==> src/rtl/rx_burst_sched_if.sv <==
// rx_burst_sched_if: bundles the scheduler's control inputs, both receiver channel
// handshakes, the output Valid/Ready/Last stream and the status outputs.
//   master modport: the environment side (drives control, channel data, OutReady)
//   slave modport : the scheduler side (drives channel grants, stream, status)
// Signals:
//   Start, Stop, BurstLen[BURST_W], ChanMask[2]      control
//   Ch0Dat[32], Ch0Valid, Ch0Ready                   receiver channel 0
//   Ch1Dat[32], Ch1Valid, Ch1Ready                   receiver channel 1
//   OutDat[32], OutValid, OutLast, OutReady          output stream
//   Busy, Overrun, DropCnt[16]                       status
interface rx_burst_sched_if #(
    parameter int unsigned BURST_W = 12
);
    logic               Start;
    logic               Stop;
    logic [BURST_W-1:0] BurstLen;
    logic [1:0]         ChanMask;
    logic [31:0]        Ch0Dat;
    logic               Ch0Valid;
    logic               Ch0Ready;
    logic [31:0]        Ch1Dat;
    logic               Ch1Valid;
    logic               Ch1Ready;
    logic [31:0]        OutDat;
    logic               OutValid;
    logic               OutLast;
    logic               OutReady;
    logic               Busy;
    logic               Overrun;
    logic [15:0]        DropCnt;

    modport master (
        output Start, Stop, BurstLen, ChanMask, Ch0Dat, Ch0Valid, Ch1Dat, Ch1Valid, OutReady,
        input  Ch0Ready, Ch1Ready, OutDat, OutValid, OutLast, Busy, Overrun, DropCnt
    );

    modport slave (
        input  Start, Stop, BurstLen, ChanMask, Ch0Dat, Ch0Valid, Ch1Dat, Ch1Valid, OutReady,
        output Ch0Ready, Ch1Ready, OutDat, OutValid, OutLast, Busy, Overrun, DropCnt
    );
endinterface

==> src/rtl/rx_burst_sched.sv <==
// rx_burst_sched: grants one RX demux channel at a time, collects a fixed-length burst of
// 32-bit samples from it, prefixes a header word {A5, 7'd0, ch, seq} and streams the result
// through a 4-entry first-word-fall-through buffer with Valid/Ready/Last.
// Ports:
//   Clk   : RxClk2 (61.44 MHz)
//   Reset : synchronous, active-high
//   bus   : rx_burst_sched_if.slave (control, channel handshakes, output stream, status)
// Optional feature macro RX_BURST_TIMESTAMP_EN: adds a free-running 32-bit timestamp and a
// second header word carrying the timestamp captured on HDR entry.
module rx_burst_sched #(
    parameter int unsigned BURST_W       = 12,
    parameter int unsigned DEFAULT_BURST = 256,
    parameter int unsigned SEQ_W         = 16
) (
    input logic             Clk,
    input logic             Reset,
    rx_burst_sched_if.slave bus
);
    typedef enum logic [2:0] {StIdle, StSel, StHdr, StBurst, StDrain} state_e;

    localparam int unsigned Depth = 4;

    state_e             state_q, state_d;
    logic               ch_q;          // channel being served
    logic               rr_q;          // channel preferred at the next SEL
    logic [BURST_W-1:0] len_q;
    logic [BURST_W-1:0] cnt_q;         // accepted samples in this burst
    logic [SEQ_W-1:0]   seq_q;
    logic               stop_pend_q;
    logic               overrun_q;
    logic [15:0]        drop_cnt_q;

    logic [32:0]        mem_q [Depth];
    logic [1:0]         wr_ptr_q, rd_ptr_q;
    logic [2:0]         fill_q;

    logic               sel_valid;
    logic [31:0]        sel_dat;
    logic               accept;
    logic [BURST_W-1:0] cnt_inc, cnt_next;
    logic               last_sample;
    logic               full, empty, pop, push, drop;
    logic               hdr_push, hdr_done, seq_inc;
    logic [31:0]        hdr_word;
    logic [32:0]        push_word;
    logic               pick;
    logic [BURST_W-1:0] len_sel;

    // Round robin: keep the preferred channel if enabled, otherwise the other one.
    assign pick    = bus.ChanMask[rr_q] ? rr_q : ~rr_q;
    assign len_sel = (bus.BurstLen == '0) ? BURST_W'(DEFAULT_BURST) : bus.BurstLen;

    assign sel_valid   = ch_q ? bus.Ch1Valid : bus.Ch0Valid;
    assign sel_dat     = ch_q ? bus.Ch1Dat : bus.Ch0Dat;
    // Samples beyond len (late arrivals) are neither stored nor counted as drops.
    assign accept      = sel_valid && ((state_q == StBurst) || (state_q == StDrain)) &&
                         (cnt_q < len_q);
    assign cnt_inc     = cnt_q + BURST_W'(1);
    assign cnt_next    = accept ? cnt_inc : cnt_q;
    assign last_sample = accept && (cnt_inc == len_q);

    assign full  = (fill_q == 3'(Depth));
    assign empty = (fill_q == 3'd0);
    assign pop   = !empty && bus.OutReady;

`ifdef RX_BURST_TIMESTAMP_EN
    logic [31:0] ts_q, ts_hdr_q;
    logic        hdr_second_q;     // first header word already pushed
    logic        hdr_push_first;

    // Both header words need room before the first is written.
    assign hdr_push_first = (state_q == StHdr) && !hdr_second_q && (fill_q <= 3'd2);

    always_ff @(posedge Clk) begin
        if (Reset) begin
            ts_q         <= '0;
            ts_hdr_q     <= '0;
            hdr_second_q <= 1'b0;
        end else begin
            ts_q <= ts_q + 32'd1;
            if ((state_q == StSel) && (state_d == StHdr)) begin
                ts_hdr_q <= ts_q + 32'd1;
            end
            if (hdr_push_first) begin
                hdr_second_q <= 1'b1;
            end else if (hdr_done) begin
                hdr_second_q <= 1'b0;
            end
        end
    end
`endif

    // FSM state register
    always_ff @(posedge Clk) begin
        if (Reset) begin
            state_q <= StIdle;
        end else begin
            state_q <= state_d;
        end
    end

    // FSM next state
    always_comb begin
        state_d = state_q;
        unique case (state_q)
            StIdle: begin
                // Stop wins over a simultaneous Start.
                if (bus.Start && !bus.Stop && (bus.ChanMask != 2'b00)) begin
                    state_d = StSel;
                end
            end
            StSel: begin
                state_d = (bus.ChanMask == 2'b00) ? StIdle : StHdr;
            end
            StHdr: begin
                if (hdr_done) begin
                    state_d = StBurst;
                end
            end
            StBurst: begin
                // One-cycle Ready-to-Valid latency: drop Ready once len-1 samples are in.
                if (cnt_next >= (len_q - BURST_W'(1))) begin
                    state_d = StDrain;
                end
            end
            StDrain: begin
                if (cnt_next == len_q) begin
                    state_d = (stop_pend_q || bus.Stop) ? StIdle : StSel;
                end
            end
            default: state_d = StIdle;
        endcase
    end

    // FSM outputs
    always_comb begin
        bus.Ch0Ready = (state_q == StBurst) && !ch_q;
        bus.Ch1Ready = (state_q == StBurst) && ch_q;
`ifdef RX_BURST_TIMESTAMP_EN
        hdr_done = (state_q == StHdr) && hdr_second_q;
        hdr_push = hdr_push_first || hdr_done;
        seq_inc  = hdr_push_first;
        hdr_word = hdr_second_q ? ts_hdr_q : {8'hA5, 7'd0, ch_q, seq_q};
`else
        hdr_push = (state_q == StHdr) && !full;
        hdr_done = hdr_push;
        seq_inc  = hdr_push;
        hdr_word = {8'hA5, 7'd0, ch_q, seq_q};
`endif
    end

    // Header and sample pushes never coincide (HDR vs BURST/DRAIN).
    assign push_word = hdr_push ? {1'b0, hdr_word} : {last_sample, sel_dat};
    assign push      = (hdr_push || accept) && (!full || pop);
    assign drop      = accept && full && !pop;

    // Burst bookkeeping, buffer pointers and status
    always_ff @(posedge Clk) begin
        if (Reset) begin
            ch_q        <= 1'b0;
            rr_q        <= 1'b0;
            len_q       <= '0;
            cnt_q       <= '0;
            seq_q       <= '0;
            stop_pend_q <= 1'b0;
            overrun_q   <= 1'b0;
            drop_cnt_q  <= '0;
            wr_ptr_q    <= '0;
            rd_ptr_q    <= '0;
            fill_q      <= '0;
        end else begin
            if ((state_q == StSel) && (bus.ChanMask != 2'b00)) begin
                ch_q  <= pick;
                rr_q  <= ~pick;
                len_q <= len_sel;
                cnt_q <= '0;
            end else if (accept) begin
                cnt_q <= cnt_inc;
            end

            if (seq_inc) begin
                seq_q <= seq_q + SEQ_W'(1);
            end

            if (state_q == StIdle) begin
                stop_pend_q <= 1'b0;
            end else if (bus.Stop) begin
                stop_pend_q <= 1'b1;
            end

            if (drop) begin
                overrun_q <= 1'b1;
                if (drop_cnt_q != 16'hFFFF) begin
                    drop_cnt_q <= drop_cnt_q + 16'd1;
                end
            end

            if (push) begin
                wr_ptr_q <= wr_ptr_q + 2'd1;
            end
            if (pop) begin
                rd_ptr_q <= rd_ptr_q + 2'd1;
            end
            fill_q <= fill_q + 3'(push) - 3'(pop);
        end
    end

    // Buffer storage needs no reset: reads are gated by the fill count.
    always_ff @(posedge Clk) begin
        if (push) begin
            mem_q[wr_ptr_q] <= push_word;
        end
    end

    assign bus.OutValid = !empty;
    assign bus.OutDat   = empty ? 32'd0 : mem_q[rd_ptr_q][31:0];
    assign bus.OutLast  = empty ? 1'b0 : mem_q[rd_ptr_q][32];
    assign bus.Busy     = (state_q != StIdle) || !empty;
    assign bus.Overrun  = overrun_q;
    assign bus.DropCnt  = drop_cnt_q;
endmodule

==> src/flat_wrapper.sv <==
// flat-port wrapper written by rule: the top's interface ports become plain ports
module rx_burst_sched_flat 
#(
    parameter int unsigned BURST_W       = 12,
    parameter int unsigned DEFAULT_BURST = 256,
    parameter int unsigned SEQ_W         = 16
)
  (Clk, Reset, bus_Start, bus_Stop, bus_BurstLen, bus_ChanMask, bus_Ch0Dat, bus_Ch0Valid, bus_Ch1Dat, bus_Ch1Valid, bus_OutReady, bus_Ch0Ready, bus_Ch1Ready, bus_OutDat, bus_OutValid, bus_OutLast, bus_Busy, bus_Overrun, bus_DropCnt);
  rx_burst_sched_if #(.BURST_W(BURST_W)) bus_i ();
  input logic Clk;
  input logic Reset;
  input wire logic [$bits(bus_i.Start)-1:0] bus_Start;
  input wire logic [$bits(bus_i.Stop)-1:0] bus_Stop;
  input wire logic [$bits(bus_i.BurstLen)-1:0] bus_BurstLen;
  input wire logic [$bits(bus_i.ChanMask)-1:0] bus_ChanMask;
  input wire logic [$bits(bus_i.Ch0Dat)-1:0] bus_Ch0Dat;
  input wire logic [$bits(bus_i.Ch0Valid)-1:0] bus_Ch0Valid;
  input wire logic [$bits(bus_i.Ch1Dat)-1:0] bus_Ch1Dat;
  input wire logic [$bits(bus_i.Ch1Valid)-1:0] bus_Ch1Valid;
  input wire logic [$bits(bus_i.OutReady)-1:0] bus_OutReady;
  output wire logic [$bits(bus_i.Ch0Ready)-1:0] bus_Ch0Ready;
  output wire logic [$bits(bus_i.Ch1Ready)-1:0] bus_Ch1Ready;
  output wire logic [$bits(bus_i.OutDat)-1:0] bus_OutDat;
  output wire logic [$bits(bus_i.OutValid)-1:0] bus_OutValid;
  output wire logic [$bits(bus_i.OutLast)-1:0] bus_OutLast;
  output wire logic [$bits(bus_i.Busy)-1:0] bus_Busy;
  output wire logic [$bits(bus_i.Overrun)-1:0] bus_Overrun;
  output wire logic [$bits(bus_i.DropCnt)-1:0] bus_DropCnt;
  assign bus_i.Start = bus_Start;
  assign bus_i.Stop = bus_Stop;
  assign bus_i.BurstLen = bus_BurstLen;
  assign bus_i.ChanMask = bus_ChanMask;
  assign bus_i.Ch0Dat = bus_Ch0Dat;
  assign bus_i.Ch0Valid = bus_Ch0Valid;
  assign bus_i.Ch1Dat = bus_Ch1Dat;
  assign bus_i.Ch1Valid = bus_Ch1Valid;
  assign bus_i.OutReady = bus_OutReady;
  assign bus_Ch0Ready = bus_i.Ch0Ready;
  assign bus_Ch1Ready = bus_i.Ch1Ready;
  assign bus_OutDat = bus_i.OutDat;
  assign bus_OutValid = bus_i.OutValid;
  assign bus_OutLast = bus_i.OutLast;
  assign bus_Busy = bus_i.Busy;
  assign bus_Overrun = bus_i.Overrun;
  assign bus_DropCnt = bus_i.DropCnt;
  rx_burst_sched #(.BURST_W(BURST_W), .DEFAULT_BURST(DEFAULT_BURST), .SEQ_W(SEQ_W)) u_core (.Clk(Clk), .Reset(Reset), .bus(bus_i));
endmodule
==> config.mk <==
export PLATFORM = sky130hd
export DESIGN_NAME = rx_burst_sched_flat
export DESIGN_NICKNAME = d
export VERILOG_FILES = /design/src/rtl/rx_burst_sched_if.sv /design/src/rtl/rx_burst_sched.sv /design/src/flat_wrapper.sv
export SDC_FILE = /design/constraint.sdc
export NUM_CORES = 1
export LEC_CHECK = 0
export ABC_AREA = 1
export CAP_MARGIN = 20
export CORE_ASPECT_RATIO = 1.1
export CORE_UTILIZATION = 60
export DETAILED_ROUTE_END_ITERATION = 10
export PLACE_DENSITY = 0.89
export SYNTH_ARGS = -nofsm -noshare
export SYNTH_HDL_FRONTEND = slang
export SYNTH_SLANG_ARGS = --single-unit
==> constraint.sdc <==
create_clock -name Clk -period 12.3 [get_ports Clk]
set_clock_uncertainty 0.15 [all_clocks]
set_input_delay 2.46 -clock Clk [delete_from_list [all_inputs] [get_ports Clk]]
set_output_delay 2.46 -clock Clk [all_outputs]
set_load 0.05 [all_outputs]
ff_map.png
Bar = 50 um.
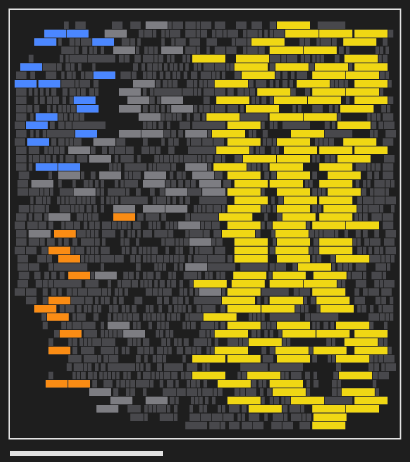
Yellow stands for `u_core.mem_q`, sequential cells 132. Orange stands for `u_core.len_q`, sequential cells 12. Blue stands for `u_core.bus.DropCnt`, sequential cells 16, where north-west.
Another 44 sequential cells are not coloured.
Sequential cell area: 0.00541 mm2
flop share of the area: 43.0%
Finished Core Util: 75.7%
power in sequential cells: 928 uW

layers.png
Bar = 50 um. Two of the layers only.
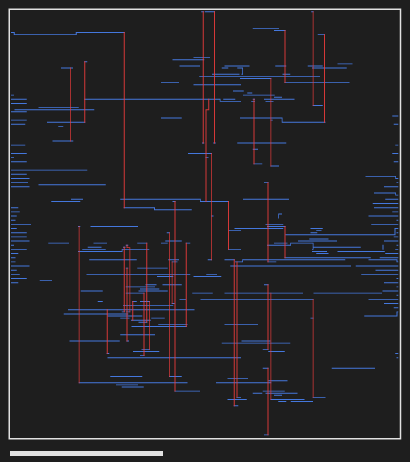
Red stands for M4, wire length 984 um. Blue stands for M3, wire length 1860 um.
Global Route Usage Sum: 29.4%
Final Routed Wirelength: 26.2 mm

class_map.png
Bar = 50 um.
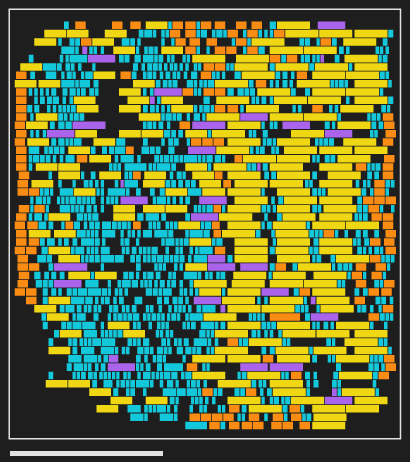
Yellow stands for sequential cells, cells 204, share of their area 44%. Purple stands for clock drivers and dummy loads, cells 34, share of their area 5.5%. Orange stands for remaining buffers and delay cells, cells 149, share of their area 12%. Cyan stands for remaining logic cells, cells 969, share of their area 38%.
core area: 0.0166 mm2
standard-cell rows: 49

congestion_map.png
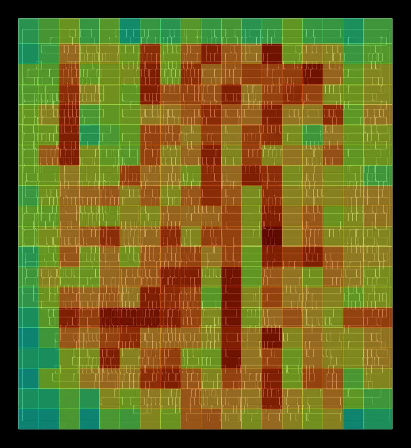
met1 track utilization from global routing: 35.5%
most used routing layer in global routing: met2

==> flow_summary.yaml <==
# yosys + openroad results
status:
  run_status: "complete, no violations"
hold_path:
  hold_depth: 1
  hold_path.startpoint: "u_core.bus.Overrun"
  worstHoldEndpoint: "u_core.bus.Overrun"
  min_path_type: "flop to flop"
setup_path:
  crit_buf_inv: 3
  r2r_setup_slack_ns: 8.01
  worst_ep_required_ns: 9.69
  critical_path_arrival_ns: 3.42
  endpoint_kind: "output port"
  cp-start-kind: "flop"
  r2r_cells: 26
  critical_path.max_fanout: 67
  cp_slowest_cell: "sky130_fd_sc_hd__clkdlybuf4s50_1"
  timing.rr.start: "u_core.len_q[9]"
  cp.depth: 5
  worst_path_dominant_cell_family: "buffers and inverters"
  reg2reg_capture_point: "u_core.state_q[0]"
yosys:
  synth_cells: 1226
  postSynthNetCount: 1346
  synth.comb.largest_family: "simple AND/OR/NAND/NOR gates"
  synthAoiAreaFrac_pct: 11.9
  synth.cells.most_frequent: "sky130_fd_sc_hd__nor2_1, sky130_fd_sc_hd__nand2_1, sky130_fd_sc_hd__edfxtp_1, sky130_fd_sc_hd__inv_1, sky130_fd_sc_hd__o21ai_0"
  synth.yosys.num_cells: 1226
  async_reset_ff_share_pct: 0
  synth_area_mm2: 0.0103
  post_synth.cell_area_avg_um2: 8.43
  synth-edff-count: 132
  postSynthSeqShare_pct: 52.3
  mux_contribution_to_synthesized_area_pct: 0
  yosysUniqueCellTypes: 42
  synthXorXnorAreaFrac_pct: 1.70
  yosys_warnings: 0
  most_common_cell: "sky130_fd_sc_hd__nor2_1"
  area_fraction_in_and_or_nand_and_nor_cells_after_synthesis_pct: 23.3
  ys_chip_area_mm2: 0.0103
  ys_top_cells_by_area: "sky130_fd_sc_hd__edfxtp_1, sky130_fd_sc_hd__dfxtp_1, sky130_fd_sc_hd__nor2_1, sky130_fd_sc_hd__nand2_1, sky130_fd_sc_hd__o21ai_0"
  synthAdderAreaFrac_pct: 4.31
  synth.largest_area_cell: "sky130_fd_sc_hd__edfxtp_1"
floorplan:
  ioPinCount: 139
  core_utilization_before_placement_pct: 62.2
  floorplan.die.height_um: 140
  die_w_um: 127
  taps: 229
  chipArea_mm2: 0.0177
clock_tree:
  post_cts.repair.setup_buffers: 0
  postCtsHoldBufs: 0
  number_of_gates_given_a_new_drive_strength_after_cts: 0
  worstSkewPairLatency_ns: 0.50
  htreeDepth: 1
  cts.path.max_buffers: 3
  clock_tree_from_tritoncts: "yes"
  cts-root-buf: "sky130_fd_sc_hd__clkbuf_16"
  cts_sinks: 204
  tritoncts.num_buffers: 20
drt:
  via_count: 9078
  met3_length_mm: 1.86
  drt_pass1_iterations: 5
  detail_route.iter0.violations: 896
  met2_wirelength_mm: 13.0
  routed_via_density: 5.73
  dr.max_layer_used: "met4"
  drc_markers: 0
  avgRoutedWirePerCell_um: 16.5
grt:
  antenna_found_initial: 0
  first_pass_grt_wire_length_mm: 41.5
  globalRouteMet3Util_pct: 4.19
  overflow: 0
  largest_net_degree_at_the_start_of_global_routing: 68
  grt_pass1_vias: 8684
  groute.layer.met2.usage_pct: 52.4
pwr:
  powerClk_uw: 640
  power.net_switching_mw: 1.19
  seqPwrFrac_pct: 32.9
  p_total_mw: 2.82
  power.combinational.fraction_pct: 44.4
  ir_drop_v: 0.000135
  clkPwrFrac_pct: 22.7
  p_comb_mw: 1.25
  total_power_per_unit_cell_area_mw_per_mm2: 224
  leakagePower_nw: 4.90
  p_int_mw: 1.63
  dominant_power_group: "combinational logic"
cells_and_area:
  nNonClkBuffers: 149
  clock_buffer_count: 22
  final_cell_area_mm2: 0.0126
  multi_input_comb_area_mm2: 0.00427
  sh_comb_area_pct: 33.9
  final_net_count: 1464
  clkCellAreaFrac_pct: 5.42
  proportion_of_layout_cells_with_a_drive_suffix_above_1_pct: 5.38
  flip_flop_count_of_the_largest_register_after_layout: 132
  non_clock_buffer_area_fraction_pct: 11.8
  final.signal_inverter_count: 120
  syn_to_final_growth_pct: 21.8
  largest_reg_by_ff_count: "u_core.mem_q"
  lay_top_cells: "sky130_fd_sc_hd__nand2_1, sky130_fd_sc_hd__nor2_1, sky130_fd_sc_hd__clkdlybuf4s50_1, sky130_fd_sc_hd__edfxtp_1, sky130_fd_sc_hd__inv_1"
  fillCellCount: 1121
  biggestCellCategory: "flip-flops and latches"
  layout.comb_gates.multi_input: 849
  final_cells: 1585
final_timing:
  slew-limit-headroom_pct: 37.4
  worstMarginPinSlew_ns: 0.937
  max_freq_mhz: 166
  setup-violations-final: 0
  unrepaired_setup_endpoints_after_global_routing: "no"
  tns_ns: 0
  final-hold-violation-count: 0
  final_critical_path_setup_slack_ns: 6.27
  final_period_minus_worst_setup_slack_ns: 6.03
  fin_worst_hold_slack_ns: 0.323
  finalCritPeriodShare_pct: 49.0
placed_design:
  place_congestion: 0.929
  portBuffers: 138
  place_inst: 1551
  place_area_mm2: 0.0119
run:
  drv_cap: 0
  stage_log_warnings: 29
No activity file was given, so power comes from the tool's default toggle rates.
